File: src/rtl/cache_arbiter_pkg.sv
// Shared types and default widths for the I/D cache memory-port arbiter.
package cache_arbiter_pkg;
  localparam int S_LINE_DEF = 256;
  localparam int S_ADDR_DEF = 32;

  typedef enum logic [1:0] {
    IDLE = 2'd0,
    BUSY = 2'd1,
    RESP = 2'd2
  } state_t;

  typedef enum logic {
    REQ_I = 1'b0,
    REQ_D = 1'b1
  } requester_t;
endpackage

File: src/rtl/cache_arbiter_arb_select.sv
// Combinational winner pick between the I-cache and D-cache requests.
// ARB_RR_EN selects round-robin; otherwise D-cache has fixed priority.
module arb_select
  import cache_arbiter_pkg::*;
(
  input  logic       i_pend,
  input  logic       d_pend,
`ifdef ARB_RR_EN
  input  requester_t last,
`endif
  output requester_t winner
);

  // Winner selection from the pending bits (and last grant in round-robin mode)
  always_comb begin
    winner = REQ_I;
`ifdef ARB_RR_EN
    if (i_pend && d_pend) begin
      winner = (last == REQ_I) ? REQ_D : REQ_I;
    end else if (d_pend) begin
      winner = REQ_D;
    end else begin
      winner = REQ_I;
    end
`else
    if (d_pend) begin
      winner = REQ_D;
    end else begin
      winner = REQ_I;
    end
`endif
  end

endmodule

File: src/rtl/cache_arbiter.sv
// Single-outstanding arbiter of I-cache and D-cache line ports onto one memory port.
// Define ARB_RR_EN for round-robin arbitration; default is D-over-I fixed priority.
module cache_arbiter
  import cache_arbiter_pkg::*;
#(
  parameter int s_line = S_LINE_DEF,
  parameter int s_addr = S_ADDR_DEF
) (
  input  logic              clk,
  input  logic              rst,
  input  logic [s_addr-1:0] i_pmem_address,
  input  logic              i_pmem_read,
  input  logic              i_pmem_write,
  input  logic [s_line-1:0] i_pmem_wdata,
  output logic [s_line-1:0] i_pmem_rdata,
  output logic              i_pmem_resp,
  input  logic [s_addr-1:0] d_pmem_address,
  input  logic              d_pmem_read,
  input  logic              d_pmem_write,
  input  logic [s_line-1:0] d_pmem_wdata,
  output logic [s_line-1:0] d_pmem_rdata,
  output logic              d_pmem_resp,
  output logic [s_addr-1:0] mem_address,
  output logic              mem_read,
  output logic              mem_write,
  output logic [s_line-1:0] mem_wdata,
  input  logic [s_line-1:0] mem_rdata,
  input  logic              mem_resp
);

  state_t              state_r, state_next_s;
  requester_t          winner_r, grant_s;
  logic                i_pend_s, d_pend_s;
  logic [s_addr-1:0]   sel_addr_s;
  logic [s_line-1:0]   sel_wdata_s;
  logic                sel_read_s, sel_write_s;
  logic [s_addr-1:0]   mem_address_r;
  logic [s_line-1:0]   mem_wdata_r, line_r;
  logic                mem_read_r, mem_write_r, i_resp_r, d_resp_r;

  assign i_pend_s = i_pmem_read | i_pmem_write;
  assign d_pend_s = d_pmem_read | d_pmem_write;

`ifdef ARB_RR_EN
  requester_t last_r;

  arb_select u_arb_select (
    .i_pend (i_pend_s),
    .d_pend (d_pend_s),
    .last   (last_r),
    .winner (grant_s)
  );

  // Last-winner pointer, moved only when a grant is made
  always_ff @(posedge clk or negedge rst) begin
    if (!rst) begin
      last_r <= REQ_D;
    end else if (state_r == IDLE && (i_pend_s || d_pend_s)) begin
      last_r <= grant_s;
    end else begin
      last_r <= last_r;
    end
  end
`else
  arb_select u_arb_select (
    .i_pend (i_pend_s),
    .d_pend (d_pend_s),
    .winner (grant_s)
  );
`endif

  // Request fields of the selected requester
  always_comb begin
    sel_addr_s  = i_pmem_address;
    sel_wdata_s = i_pmem_wdata;
    sel_read_s  = i_pmem_read;
    sel_write_s = i_pmem_write;
    case (grant_s)
      REQ_D: begin
        sel_addr_s  = d_pmem_address;
        sel_wdata_s = d_pmem_wdata;
        sel_read_s  = d_pmem_read;
        sel_write_s = d_pmem_write;
      end
      default: begin
        sel_addr_s  = i_pmem_address;
        sel_wdata_s = i_pmem_wdata;
        sel_read_s  = i_pmem_read;
        sel_write_s = i_pmem_write;
      end
    endcase
  end

  // FSM state register
  always_ff @(posedge clk or negedge rst) begin
    if (!rst) begin
      state_r <= IDLE;
    end else begin
      state_r <= state_next_s;
    end
  end

  // FSM next-state; mem_resp only matters while BUSY
  always_comb begin
    state_next_s = state_r;
    case (state_r)
      IDLE:    if (i_pend_s || d_pend_s) state_next_s = BUSY; else state_next_s = IDLE;
      BUSY:    if (mem_resp) state_next_s = RESP; else state_next_s = BUSY;
      RESP:    state_next_s = IDLE;
      default: state_next_s = IDLE;
    endcase
  end

  // Latched request, memory strobes, read line and the one-cycle responses
  always_ff @(posedge clk or negedge rst) begin
    if (!rst) begin
      winner_r      <= REQ_I;
      mem_address_r <= {s_addr{1'b0}};
      mem_wdata_r   <= {s_line{1'b0}};
      line_r        <= {s_line{1'b0}};
      mem_read_r    <= 1'b0;
      mem_write_r   <= 1'b0;
      i_resp_r      <= 1'b0;
      d_resp_r      <= 1'b0;
    end else begin
      i_resp_r <= 1'b0;
      d_resp_r <= 1'b0;
      case (state_r)
        IDLE: begin
          if (i_pend_s || d_pend_s) begin
            winner_r      <= grant_s;
            mem_address_r <= sel_addr_s;
            mem_wdata_r   <= sel_wdata_s;
            // write wins when a requester raises both
            mem_write_r   <= sel_write_s;
            mem_read_r    <= sel_read_s & ~sel_write_s;
          end else begin
            mem_read_r  <= 1'b0;
            mem_write_r <= 1'b0;
          end
        end
        BUSY: begin
          if (mem_resp) begin
            if (mem_read_r) begin
              line_r <= mem_rdata;
            end else begin
              line_r <= line_r;
            end
            mem_read_r  <= 1'b0;
            mem_write_r <= 1'b0;
            i_resp_r    <= (winner_r == REQ_I);
            d_resp_r    <= (winner_r == REQ_D);
          end else begin
            mem_read_r  <= mem_read_r;
            mem_write_r <= mem_write_r;
          end
        end
        default: begin
          mem_read_r  <= 1'b0;
          mem_write_r <= 1'b0;
        end
      endcase
    end
  end

  assign mem_address  = mem_address_r;
  assign mem_wdata    = mem_wdata_r;
  assign mem_read     = mem_read_r;
  assign mem_write    = mem_write_r;
  assign i_pmem_rdata = line_r;
  assign d_pmem_rdata = line_r;
  assign i_pmem_resp  = i_resp_r;
  assign d_pmem_resp  = d_resp_r;

endmodule
File: config.mk
export PLATFORM = sky130hd
export DESIGN_NAME = cache_arbiter
export DESIGN_NICKNAME = d
export VERILOG_FILES = /design/src/rtl/cache_arbiter_pkg.sv /design/src/rtl/cache_arbiter_arb_select.sv /design/src/rtl/cache_arbiter.sv
export SDC_FILE = /design/constraint.sdc
export NUM_CORES = 1
export LEC_CHECK = 0
export CAP_MARGIN = 15
export CORE_AREA = 2 2 635 637
export CTS_CLUSTER_SIZE = 25
export DETAILED_ROUTE_END_ITERATION = 6
export DIE_AREA = 0 0 637 639
export GPL_TIMING_DRIVEN = 0
export HOLD_SLACK_MARGIN = 0.1
export SYNTH_ARGS = -nofsm -noshare
export SYNTH_HDL_FRONTEND = slang
export SYNTH_HIERARCHICAL = 1
export SYNTH_SLANG_ARGS = --single-unit
File: constraint.sdc
create_clock -name clk -period 1.5 [get_ports clk]
set_input_delay 0.3 -clock clk [delete_from_list [all_inputs] [get_ports clk]]
set_output_delay 0.3 -clock clk [all_outputs]
set_load 0.005 [all_outputs]
==> flow_summary.toml, run 1 <==
# yosys + openroad results
[drt]
dr.pass1.iters = 5
drtAntennaViolNets = 0
dr.first_iter.drc_count = 1608
remaining_drc_errors = 0
viasPerCell = 2.74
wire_per_inst_um = 38.7

[die]
die_area_um2 = 407000
fp.dieW_um = 637
fp_util_pct = 6.45
num_rows = 233
io_pins = 1643
fp.dieH_um = 639

[power]
p_int_mw = 74.7
power.net_switching_mw = 51.9
power.leakage_nw = 24.1
vdd_drop_max_mv = 1.13
power_mw = 127
switching_share_pct = 41.0
p_seq_share_pct = 25.8
cellPowerDensity_nw_per_um2 = 2140
p_clk_share_pct = 17.4
share_comb_of_total_power_pct = 56.8

[logic_synthesis]
syn-cell-area_um2 = 25900
synthCells = 1749
syn_avg_cell_area_um2 = 14.8
yosys_warnings = 6
fp_nets = 2588

[final_layout]
drive_gt1_share_pct = 59.7
n_fill_cell = 44800
instances_no_fill = 9362
syn_to_final_growth_pct = 129
logic_area_um2 = 9590
finalNetCount = 4746
layout.area.seq_um2 = 14000

[placement]
globalplace.congestion = 1.08
io_buffers = 1642
dp.cells = 8684
hpwl_um = 326000
dp_slack_ps = -1490

[clock_network]
clkTransAtPathRegs_ps = 60
cts_inserted_buffers = 85
clockRootBuffer = "clkbuf_16"
cts_tree = "built"
h-tree-depth = 3
insertion_delay_ps = 810
cts.sinks = 551
ctsLongestPathBuffers = 4

[setup_path]
cp-end-kind = "output pin"
cp.arrival_ps = 1730
crit_required_ps = 1200
critical_path_class = "flip-flop to output pin"
startpoint = "d_pmem_rdata[91]$_DFFE_PN0P_"
r2r-start = "state_r[1]$_DFF_PN0_"
crit_path_start_kind = "flip-flop"
cp_max_fo = 3

[final_timing]
min_period_over_period_pct = 135
fin_crit_ps = 2030
whs_ps = -389
finalMaxSlewViolations = 0
relSlewSlack_pct = 56.4
worst_slack_ps = -526
max_freq_ghz = 0.494
fin_skew_ps = 37.1
worstMarginPinSlew_ps = 655
setup_viol = 1347
hold_viol = 48
rsz0062_at_grt = "yes"

[grt]
grt_max_degree = 106
antenna_found_initial = 311
grt.total_usage_pct = 17.0
grt_pass1_wl_um = 414000
grt-ovfl-total = 0
grt_pass1_vias = 24900

[worst_hold_path]
hp-class = "input port to asynchronous set/reset pin"

[outcome]
status = "complete, but fails checks"
violations = "hold timing, setup timing"

[job]
maxCapViolCount = 0
tool_warnings = 39
run 1: final cells by class:
| class | instances | share of cell area, % |
|---|---|---|
| Antenna cell | 106 | 0.449 |
| Buffer | 327 | 6.55 |
| Clock buffer | 112 | 4.02 |
| Clock inverter | 37 | 0.912 |
| Inverter | 1 | 0.00635 |
| Multi-Input combinational cell | 848 | 16.2 |
| Sequential cell | 551 | 23.7 |
| Tap cell | 5287 | 11.2 |
| Timing Repair Buffer | 2093 | 37.0 |
run 1: layout by cell type (no fill, tap or decap), types with 2 or more instances in the layout:
cell	instances
clkinv_2	11
buf_4	144
dfrtp_4	4
a22o_1	2
clkbuf_2	90
clkinvlp_4	7
mux2_4	18
dlymetal6s2s_1	6
dfrtp_2	160
buf_6	710
clkbuf_1	13
clkbuf_4	2
diode_2	106
dlygate4sd2_1	93
mux2_2	816
buf_16	15
dfrtp_1	387
buf_12	109
bufinv_16	12
clkdlybuf4s15_1	3
clkdlybuf4s50_1	837
buf_8	42
clkbuf_16	106
buf_2	77
clkbuf_8	31
inv_6	4
dlygate4sd3_1	253
run 1: path summary, 6_finish.rpt:
| path | cells after the start | to | slack, ps |
|---|---|---|---|
| max | 2 | i_pmem_rdata[91] | -530 |
| max in group asynchronous | 7 | mem_wdata[215]$_DFFE_PN0P_ | 40 |
| min in group clk | 2 | d_pmem_rdata[130]$_DFFE_PN0P_ | 210 |
| max reg2reg | 6 | mem_wdata[252]$_DFFE_PN0P_ | -380 |
| min | 4 | mem_wdata[29]$_DFFE_PN0P_ | -390 |
| min reg2reg | 1 | i_pmem_resp$_DFF_PN0_ | 470 |
run 1: critical path, cell delays in order (launching register included):
cell     delay [ps]
dfrtp_4         580
buf_6           160
buf_12          130
run 1: power groups by stage:
stage / registers, mW / logic [mW] / clock network [mW]
finish: 32.7 / 71.9 / 22.1
floorplan: 27.4 / 16.5 / 0
detailed placement: 31.9 / 64.3 / 0
global placement: 31.8 / 64.1 / 0
global route: 33.6 / 76.0 / 23.3
CTS: 32.9 / 73.5 / 22.9
run 1: flip-flops by register name, indices dropped and copies added, names as in the netlist:
name	count
mem_wdata	256
mem_write	1
state_r	2
d_pmem_resp	1
mem_address	32
i_pmem_resp	1
d_pmem_rdata	256
winner_r	1
mem_read	1
run 1: timing repair:
item / 4_1_cts / 5_1_grt
pin swaps: 1 / 2
hold buffers: 256 / 2
endpoints found under the setup margin: 1352 / 1451
resized: 4187 / 450
hold endpoints to repair: 555 / 138
gates cloned: 0 / 20
setup buffers: 120 / 49
run 1: per-layer routing:
metal | wire, um | part of all wire (%) | track usage, %
met2 | 168000 | 46 | 28.2
met4 | 16700 | 4.6 | 6.11
met5 | 933 | 0.26 | 0
met3 | 43800 | 12 | 8.91
met1 | 133000 | 37 | 18.4
run 1: metrics by stage:
step | util, % | setup TNS, ps | instance area (um^2)
3_3_place_gp | 12.3 | - | 49200
3_5_place_dp | 12.3 | -696820 | 49400
4_1_cts | 14.4 | -553810 | 57900
2_1_floorplan | - | -886 | 26200
6_report | 14.8 | -340210 | 59100
5_1_grt | 14.7 | -447540 | 59100
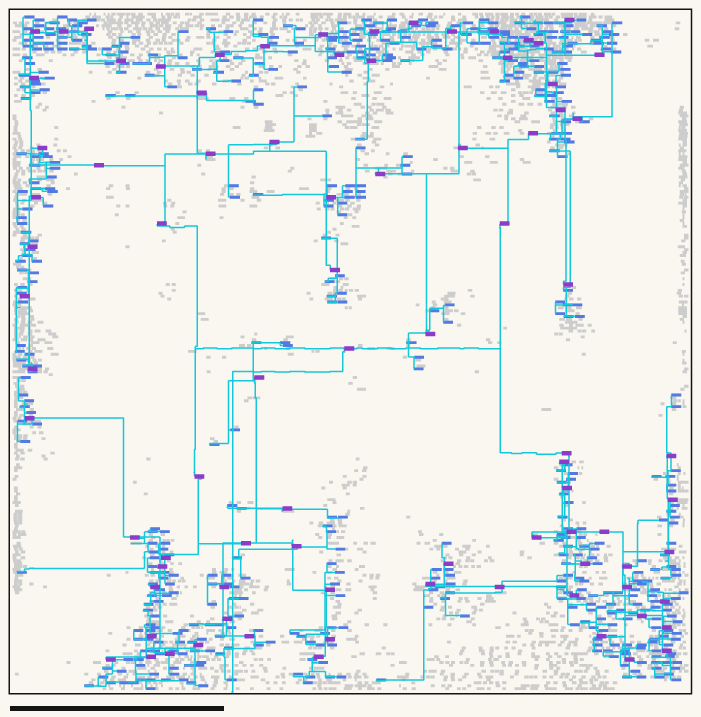
run_1/clock_map.png
Scale bar: 200 um.
legend:
  flip-flops:
    colour: blue
    count: 551
  cells driving clock nets:
    colour: purple
    count: 85
  clock wires:
    colour: cyan
    length: 13400 um
flops lie: spread over the die
routed clock nets: 86

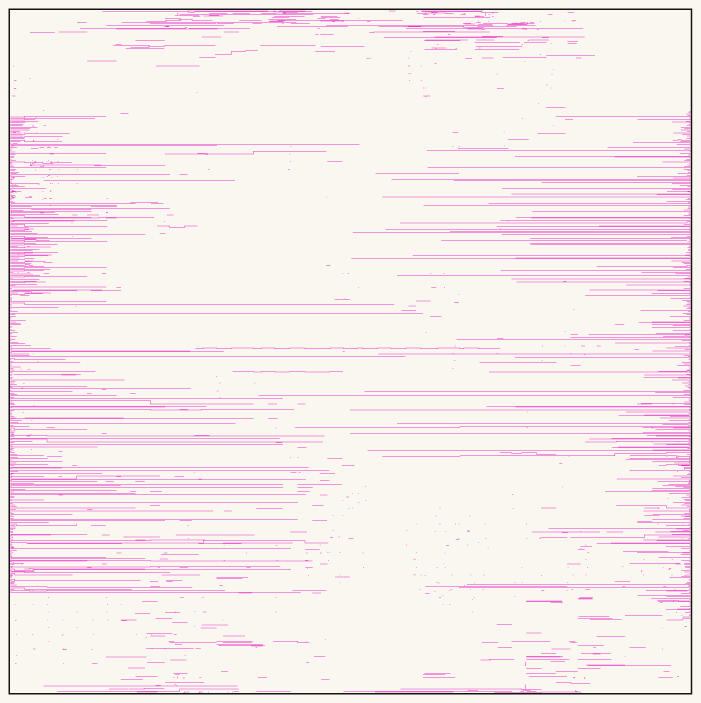
run_1/met3.png
longest straight run: 403 um
nets with wire on the layer: 998
main direction: horizontal
wire length on this layer: 43.8 mm
share of all routed wire: 12%
GR Layer Usage met3: 8.91%
Vias: 25600
final WL: 363000 um

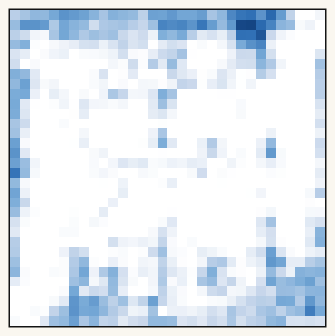
run_1/density.png
The die is cut into 32 by 32 equal tiles; white is low, dark blue is high, 0 to 100% covered.
fullest tile: 92%
tiles over 75% full: 0.50%
nearly empty tiles: 48%
densest ninth of the die: south-east
mean over tiles: 13%
final core occ: 14.8%
core area: 401000 um^2

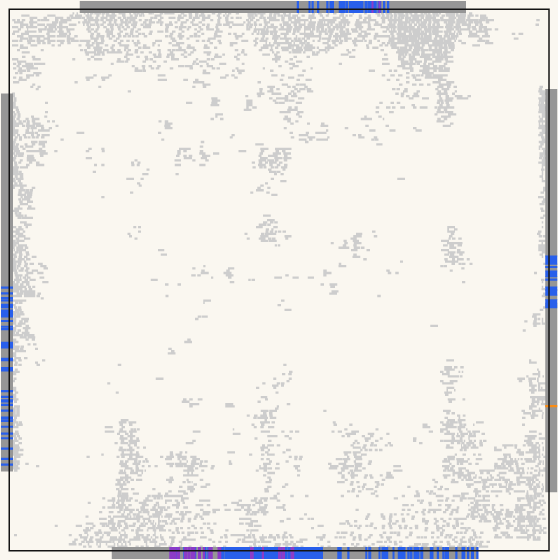
run_1/pins.png
Pins as bars across the die edge, other pins in grey.
legend:
  `rst`:
    colour: orange
    pins: 1
    direction: input
    edge: east
  `d_pmem_wdata`:
    colour: blue
    pins: 256
    direction: input
    edge: 157 south, 39 north, 35 west, 25 east
  `d_pmem_address`:
    colour: purple
    pins: 32
    direction: input
    edge: 30 south, 2 north

==> inputs of run 2 (changes only) <==
CORE_AREA = 2 2 645 647   (was 2 2 635 637)
DIE_AREA = 0 0 647 649   (was 0 0 637 639)
clock period = 1.95 ns   (was 1.5 ns; I/O delays follow)
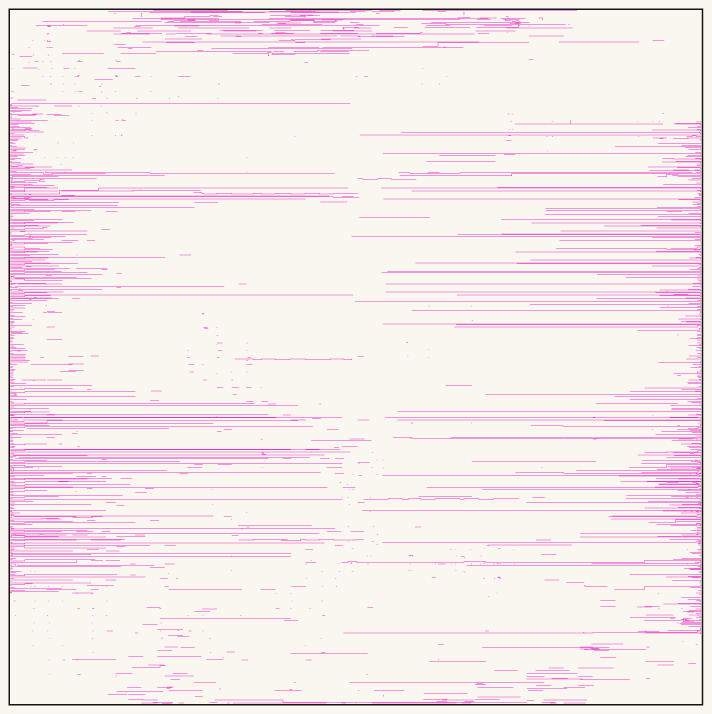
run_2/met3.png
share of all routed wire: 13%
main direction: horizontal
longest straight run: 327 um
GR Layer Usage met3: 9.48%
final WL: 361000 um

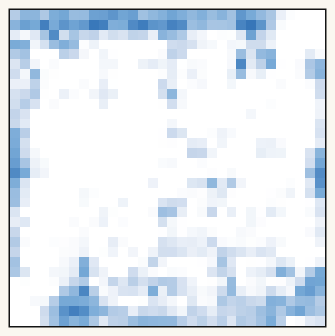
run_2/density.png
The die is cut into 32 by 32 equal tiles; white is low, dark blue is high, 0 to 100% covered.
fullest tile: 72%
emptiest ninth of the die: centre
nearly empty tiles: 52%
mean over tiles: 12%
densest ninth of the die: north-west
final core occ: 13.4%
core area: 413000 um^2
fp_density: 6.27%

==> flow_summary.toml, run 2 <==
# yosys + openroad results
[logic_synthesis]
yosys_warnings = 6
synthCells = 1749
syn-cell-area_um2 = 25900
syn_avg_cell_area_um2 = 14.8
fp_nets = 2588

[setup_path]
crit_end = "i_pmem_rdata[44]"
crit_family = "flip-flops"
crit_required_ps = 1560
cp.arrival_ps = 1650
crit_path_top_delay_cell = "dfrtp_2"
crit_path_start_kind = "flip-flop"
rrSetupSlack_ps = -20
rr_endpoint = "d_pmem_rdata[58]$_DFFE_PN0P_"
slowest_delay_ps = 530
crit_buf_inv = 2
crit_path_frequent_cell = "buf_6"
startpoint = "d_pmem_rdata[44]$_DFFE_PN0P_"
cp.depth = 2
cp_max_fo = 3
r2r-start = "state_r[1]$_DFF_PN0_"
crit_chain = "buf_6, buf_6"

[grt]
grt_pass1_wl_um = 416000
antenna_found_initial = 339
grt_busiest_layer = "met2"
grt.total_usage_pct = 16.6
grt_max_degree = 104
grtUsageMet2_pct = 28.1

[drt]
dr.first_iter.drc_count = 1743
dr.pass1.iters = 5
viasPerCell = 2.68
drtAntennaViolNets = 0
remaining_drc_errors = 0

[power]
power.leakage_nw = 22.2
share_comb_of_total_power_pct = 54.7
p_clk_share_pct = 18.9
power.net_switching_mw = 39.5
power_mw = 93.1
switching_share_pct = 42.4
p_int_mw = 53.6
cellPowerDensity_nw_per_um2 = 1680
vdd_drop_max_mv = 0.715

[final_timing]
worst_slack_ps = -86.0
rsz0062_at_grt = "yes"
fin_skew_ps = 72.7
hold_viol = 0
min_period_over_period_pct = 104
finalMaxSlewViolations = 0
setup_viol = 49

[clock_network]
cts_tree = "built"
cts.sinks = 551
insertion_delay_ps = 830
clockRootBuffer = "clkbuf_16"
ctsLongestPathBuffers = 4
h-tree-depth = 3
cts_inserted_buffers = 88

[die]
die_area_um2 = 420000
fp.dieH_um = 649
num_rows = 236
io_pins = 1643

[placement]
globalplace.congestion = 1.11
hpwl_um = 326000
dp_slack_ps = -1460

[outcome]
violations = "setup timing"
status = "complete, but fails checks"

[final_layout]
finalNetCount = 4463
drive_gt1_share_pct = 59.7
lay_top_count = "clkdlybuf4s50_1"

[job]
maxCapViolCount = 0
tool_warnings = 29

[worst_hold_path]
hp-class = "input port to flip-flop"
==> run 2: cell count changes in the layout (fill, tap and decap cells not counted), sizes merged <==
cell and delta:
dlymetal6s2s -5, buf -107, clkdlybuf4s15 +143, clkinvlp -2, clkbuf -61, inv +2, diode -43, dlygate4sd2 -70
dlygate4sd3 -188, clkinv +9
==> run 2: what timing repair did <==
action                      CTS  global route
hold endpoints to repair    274             0
resized                    4132           338
pin swaps                     2             3
cloned                        5            12
hold buffers                 66             0
buffers inserted            110            34
setup endpoints to repair  1351           813
==> run 2: layout make-up <==
cell class | count | area, um^2 | area share, %
flip-flops and latches | 551 | 14000 | 25.2
clock inverters | 46 | 654 | 1.18
inverters | 1 | 3.75 | 0.00678
diodes | 63 | 158 | 0.285
well taps | 5474 | 6850 | 12.4
multi-input cells | 848 | 9560 | 17.3
plain buffers | 263 | 2760 | 4.98
clock buffers | 110 | 2410 | 4.35
repair buffers | 1871 | 19000 | 34.3
==> run 2: power by group through the flow <==
stage | sequential [mW] | clock (mW) | combinational, mW
after floorplan | 21.1 | 0 | 12.6
after detailed placement | 24.1 | 0 | 49.5
after global routing | 25.1 | 18.8 | 53.5
after global placement | 24.1 | 0 | 49.2
after CTS | 24.3 | 18.5 | 52.8
final | 24.6 | 17.6 | 50.9
==> run 2: worst min path at each step <==
stage | slack [ps] | endpoint | start | depth (start not counted)
detailed placement | 360 | d_pmem_rdata[215]$_DFFE_PN0P_ | rst | 1
CTS | 100 | d_pmem_rdata[50]$_DFFE_PN0P_ | mem_rdata[50] | 2
floorplan | 90 | d_pmem_rdata[0]$_DFFE_PN0P_ | rst | 0
finish | 190 | d_pmem_rdata[66]$_DFFE_PN0P_ | mem_rdata[66] | 2
global route | 140 | d_pmem_rdata[80]$_DFFE_PN0P_ | mem_rdata[80] | 2
global placement | 490 | mem_wdata[199]$_DFFE_PN0P_ | mem_wdata[199]$_DFFE_PN0P_ | 1
==> run 2: routing by layer <==
layer	vias up	part of all wire [%]	routed length, um
met5	-	0.32	1170
met3	747	13	48300
met2	1760	47	171000
met1	12300	35	128000
li1	9781	-	-
met4	178	3.4	12400
==> run 2: metrics by stage <==
stage | hold slack [ps] | TNS, ps | instance area [um^2]
floorplan | 94.4 | 0 | 25900
global placement | 491 | - | 49100
detailed placement | 357 | -511540 | 49400
CTS | 100 | -42260 | 55000
global route | 140 | -9490 | 55300
finish | 194 | -1570 | 55400
==> inputs of run 3 (changes only) <==
CAP_MARGIN = 10   (was 15)
CTS_CLUSTER_DIAMETER = 100   (was not set)
GPL_TIMING_DRIVEN = not set   (was 0)
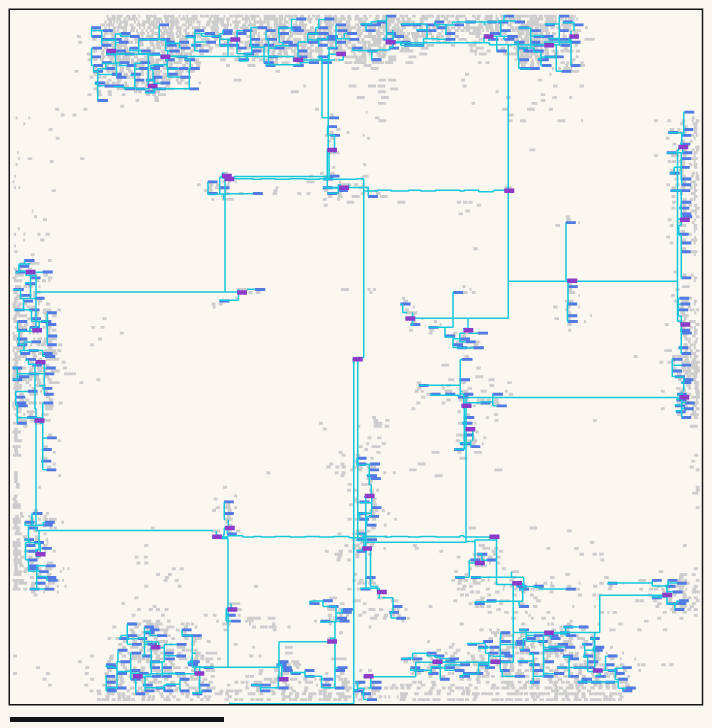
run_3/clock_map.png
Scale bar: 200 um.
legend:
  cells driving clock nets:
    colour: purple
    count: 51
  clock wires:
    colour: cyan
    length: 11200 um
  flip-flops:
    colour: blue
    count: 551
flops lie: spread over the die
routed clock nets: 52

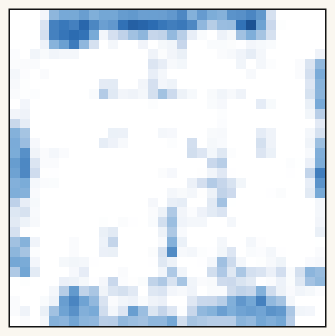
run_3/density.png
The die is cut into 32 by 32 equal tiles; white is low, dark blue is high, 0 to 100% covered.
nearly empty tiles: 54%
tiles over 75% full: 0.60%
fullest tile: 87%
mean over tiles: 11%

==> flow_summary.toml, run 3 <==
# yosys + openroad results
[final_timing]
rsz0062_at_grt = "yes"
setup_viol = 0
finalMaxSlewViolations = 0
worst_slack_ps = 11.9
hold_viol = 0
min_period_over_period_pct = 99.4
fin_skew_ps = 68.8

[clock_network]
cts.sinks = 551
cts_tree = "built"

[worst_hold_path]
hp-class = "input port to flip-flop"

[power]
share_comb_of_total_power_pct = 59.6
power.leakage_nw = 21.4
switching_share_pct = 44.8
power.net_switching_mw = 39.3
vdd_drop_max_mv = 0.980

[die]
fp_util_pct = 6.27
num_rows = 236
placeableCoreArea_um2 = 413000
die_area_um2 = 420000

[final_layout]
drive_gt1_share_pct = 57.6
final_area_um2 = 53500
final_core_util_pct = 13.0
lay_top_count = "clkdlybuf4s50_1"

[placement]
globalplace.congestion = 1.07
hpwl_um = 321000

[setup_path]
cp.arrival_ps = 1550
crit_path_start_kind = "flip-flop"

[drt]
remaining_drc_errors = 0

[logic_synthesis]
fp_nets = 2588
synthCells = 1749

[job]
maxCapViolCount = 0
tool_warnings = 29

[outcome]
status = "completed"

[grt]
antenna_found_initial = 363
grt_max_degree = 79
## run 3: metrics by stage
step,power [mW],setup TNS (ps)
6_report,87.7,0
5_1_grt,92.0,-2970
4_1_cts,89.9,-9710
3_5_place_dp,71.0,-268670
3_3_place_gp,70.9,-279280
2_1_floorplan,33.7,0
## run 3: layout make-up
type	count	area share (%)
antenna	74	0.346
clock buffer	53	2.42
clock inverter	40	1.49
inverter	1	0.0211
multi-input combinational	848	17.8
sequential	551	26.0
tap	5474	12.8
timing repair buffer	2108	39.1
## run 3: power groups by stage
stage | Clock (mW) | Sequential, mW | Combinational, mW
floorplan | 0 | 21.1 | 12.6
global route | 13.6 | 23.5 | 54.9
global placement | 0 | 23.5 | 47.4
detailed placement | 0 | 23.7 | 47.4
finish | 12.7 | 22.8 | 52.3
CTS | 13.3 | 22.7 | 53.9
## run 3: timing repair
action	in CTS	in global routing
endpoints found under the setup margin	741	200
buffers inserted	307	10
gates cloned	0	1
hold buffers	67	0
pin swaps	1	1
gates resized	2697	122
hold endpoints to repair	459	0
## run 3: critical path, cell delays in order, from the launching register on
cell,delay (ps)
dfrtp_2,430
buf_6,110
buf_6,110
buf_6,100
## run 3: path summary, 6_finish.rpt
path | startpoint | endpoint | slack [ps] | cells past startpoint
max in group asynchronous | rst | d_pmem_rdata[251]$_DFFE_PN0P_ | 740 | 3
worst max register to register | state_r[1]$_DFF_PN0_ | mem_wdata[146]$_DFFE_PN0P_ | 30 | 6
min in group asynchronous | rst | mem_wdata[156]$_DFFE_PN0P_ | 400 | 3
worst max-delay path | d_pmem_rdata[96]$_DFFE_PN0P_ | i_pmem_rdata[96] | 10 | 3
worst min register to register | winner_r$_DFFE_PN0P_ | i_pmem_resp$_DFF_PN0_ | 460 | 1
worst min-delay path | mem_rdata[34] | d_pmem_rdata[34]$_DFFE_PN0P_ | 210 | 2
## run 3: per-layer routing
metal	GRT usage, %	share of wire [%]	up-vias
met5	0.320	0.53	-
met4	4.61	4.2	230
met3	10.9	15	801
met2	27.5	47	1800
met1	15.8	33	11900
li1	-	-	9628
Power and IR drop assume default switching activity.
